Design truth_table_sequencer, sky130hd; sources not shown.
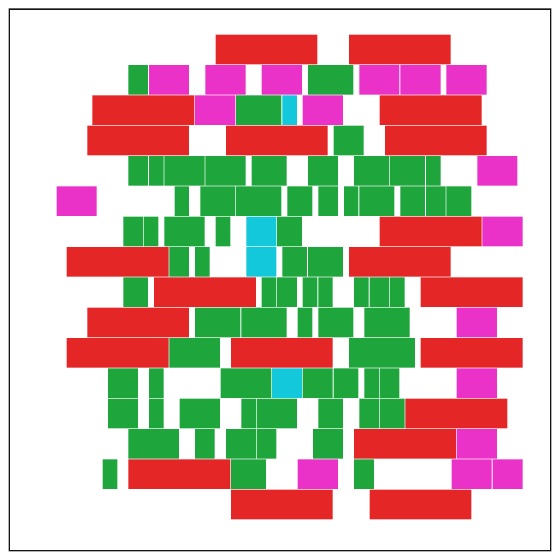
Fig. 1. Placement by cell class.
clock drivers and dummy loads: in cyan, cells 4. registers: in red, cells 21. remaining buffers and delay cells: in magenta, cells 17. remaining logic cells: in green, cells 70.
cell area after layout: 0.001236 mm²
final core occ: 65.00%
core area: 0.001902 mm²
flop share of the area: 42.51%
FP Rows: 16

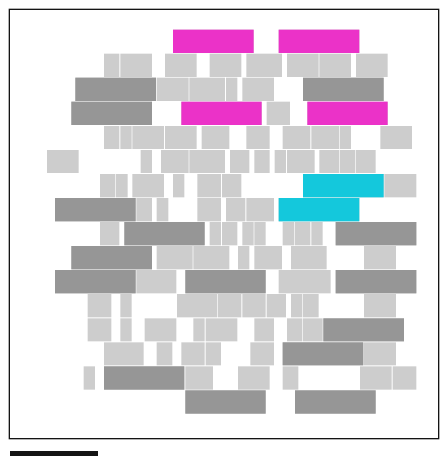
Fig. 2. Sequential cells grouped by signal name.
Scale bar: 10 µm.
dut_in: in cyan, flops 2. exp_q: in magenta, flops 4.
Seq group: 0.610 mW
sequential cell area: 525.5 µm²

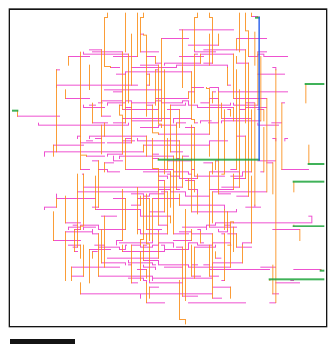
Fig. 3. Routed metal, one colour a layer.
Scale bar: 10 µm.
M2: in orange, wire length 924 µm. M4: in blue, wire length 21.8 µm. M3: in green, wire length 39.0 µm. M1: in magenta, wire length 877 µm.
DR WL/cell: 13.39 µm
via count: 742

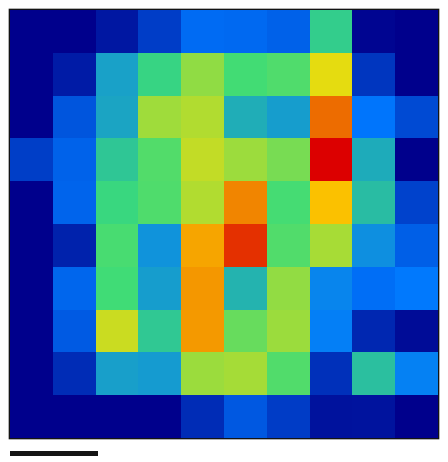
Fig. 4. Wiring heat map.
Scale bar: 10 µm. The die is cut into 10 by 10 equal tiles; dark blue is low, red is high, scaled to the fullest tile. Values are wire area over tile area, all layers added.
The fullest tile reaches 0.37. 32% of the tiles are over half the peak. The densest ninth of the die: centre. 18% of the tiles are nearly empty.
DRT Wirelength: 1861 µm
Tot GR Track Use: 17.79%

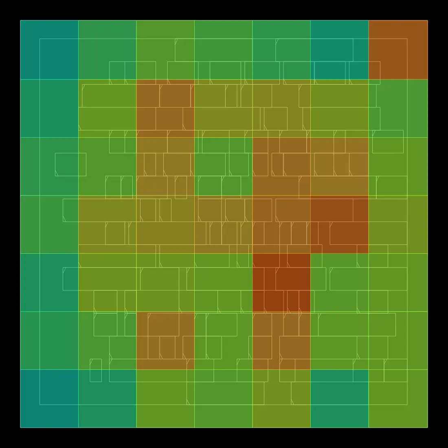
Fig. 5. Routing congestion map.
GR Util met1: 25.73%
met2 GRT Util: 27.55%
GR peak layer: met2
met3 Use GR: 2.160%

==> results.ini <==
[outcome]
status=complete, no violations

[timing]
finalSetupTns_ns=0
clock_skew_ns=0.001525
setup_violations=0
max_slew.worst_pin.slew_ns=0.5704
period_used_pct=65.95
slew_headroom_pct=61.89
finalCriticalPeriod_ns=1.728
drv_slew=0
timing_hold_violations_final=0
grt_setup_unrepaired=no
fmax_mhz=578.7
whs_ns=0.4225
setup_slack_ns=0.8920

[yosys]
yosysTopAreaCell=dfrtp_1
asyncSetResetFlopFracSynth_pct=100.0
top_cell_area_share_pct=51.22
flop_cell=dfrtp_1
synth_cell_types=33
xor_share_pct=4.268
ys_sh_mux_pct=8.415
syn_avg_cell_area_um2=10.91
synth_flops=21
edf_count=0
floorplan.nets=104
synthCells=94
synth-area-yosys_mm2=0.001026
adder_share_pct=2.439
ys_seq_share_pct=51.22
synthAoiAreaFrac_pct=11.95
yosys-top-cells-area=dfrtp_1, mux2_2, xnor2_1
yosys_cells=94
ys_sh_simple_pct=19.27
yosysWarningCount=0
most_common_cell=dfrtp_1
common_cells=dfrtp_1, nand2_1, nor2_1, mux2_2, o21ai_0
synth_area_mm2=0.001026
logic_family=simple AND/OR/NAND/NOR gates

[floorplanning]
fp_util_pct=53.95
die_h_um=48.42
die_w_um=48.42
io_pins=17
n_tap_cell=27
die_area_mm2=0.002345

[worst_setup_path]
path_delay_family=simple AND/OR/NAND/NOR gates
worstSetupPathDepth=4
critPathArrivalTime_ns=1.92
slowest_delay_ns=0.50
reg2reg_slack_ns=0.98
cp_max_fo=7
crit_buf_inv=1
path_cells=clkdlybuf4s50_1 > nor2b_1 > nor2b_1 > mux2_2
required_ns=2.81
slowest_stage=nor2b_1
crit_top_cell=nor2b_1
worstSetupEndpointType=flop
start_kind=primary input
path_class=primary input to flop
reg2regPathDepth=3

[cells_and_area]
fill_cells=163
buf_share_pct=13.56
dominant_cells=registers
num_antenna_cells=0
sh_comb_area_pct=38.46
area_delta_synth_final_pct=20.49
layout_top_cell=dfrtp_1
logic_gate_count=68
mostFrequentLayoutCells=dfrtp_1, clkdlybuf4s50_1, nand2_1
stdcell_count=139
n_all_inverters=2
nFlopsAndLatches=21
final-clk-cell-share_pct=2.125
num-nonclk-buffers=17
drive_gt1_share_pct=10.71
nets=123
comb_area_um2=475.5
clkbuf_count=4

[clock_tree]
cts.root.buffer_cell=clkbuf_4
cts_buffers=3
clock_latency_ns=0.29
clockBufferDepth=2
cts_resized=0
cts_setup_buffers=0
cts_tree=done
ctsHoldBuffers=0
htree_levels=1
numClockSinks=21
cts.clk_slew.worst_paths_ns=0.11

[run]
warnings=27
maxCapViolCount=0

[detailed_routing]
wl_met2_um=924
drtPass1Iterations=4
via_per_inst=5.338
drcViolationCount=0
wl_met3_um=39
met1_length_um=876
drt-initial-drc-count=7
routed.top_layer=met4
antenna_left=0

[power]
switchingPower_mw=0.5372
clkPwrFrac_pct=10.8
power.total_mw=1.407
power_leader=combinational logic
p_per_area_mw_per_mm2=1138
powerComb_mw=0.644
swShare_pct=38.18
ir_drop_mv=0.5783
combPwrFrac_pct=45.8
power.leakage_nw=0.5175
seqPwrFrac_pct=43.4
powerClk_mw=0.152

[placement]
gp_congestion=0.7574
place_inst=135
placed_area_mm2=0.001210
dpl_worst_slack_ns=0.5888
io_buffers=16
dpl.hpwl_um=1410

[global_routing]
antenna_found_initial=0
grt_pass1_vias=706
grt_max_degree=22
grt_overflow_total=0
grt_pass1_wl_um=3243

[min_path]
hp-class=primary input to asynchronous set/reset pin

No activity file was given, so power comes from the tool's default toggle rates.
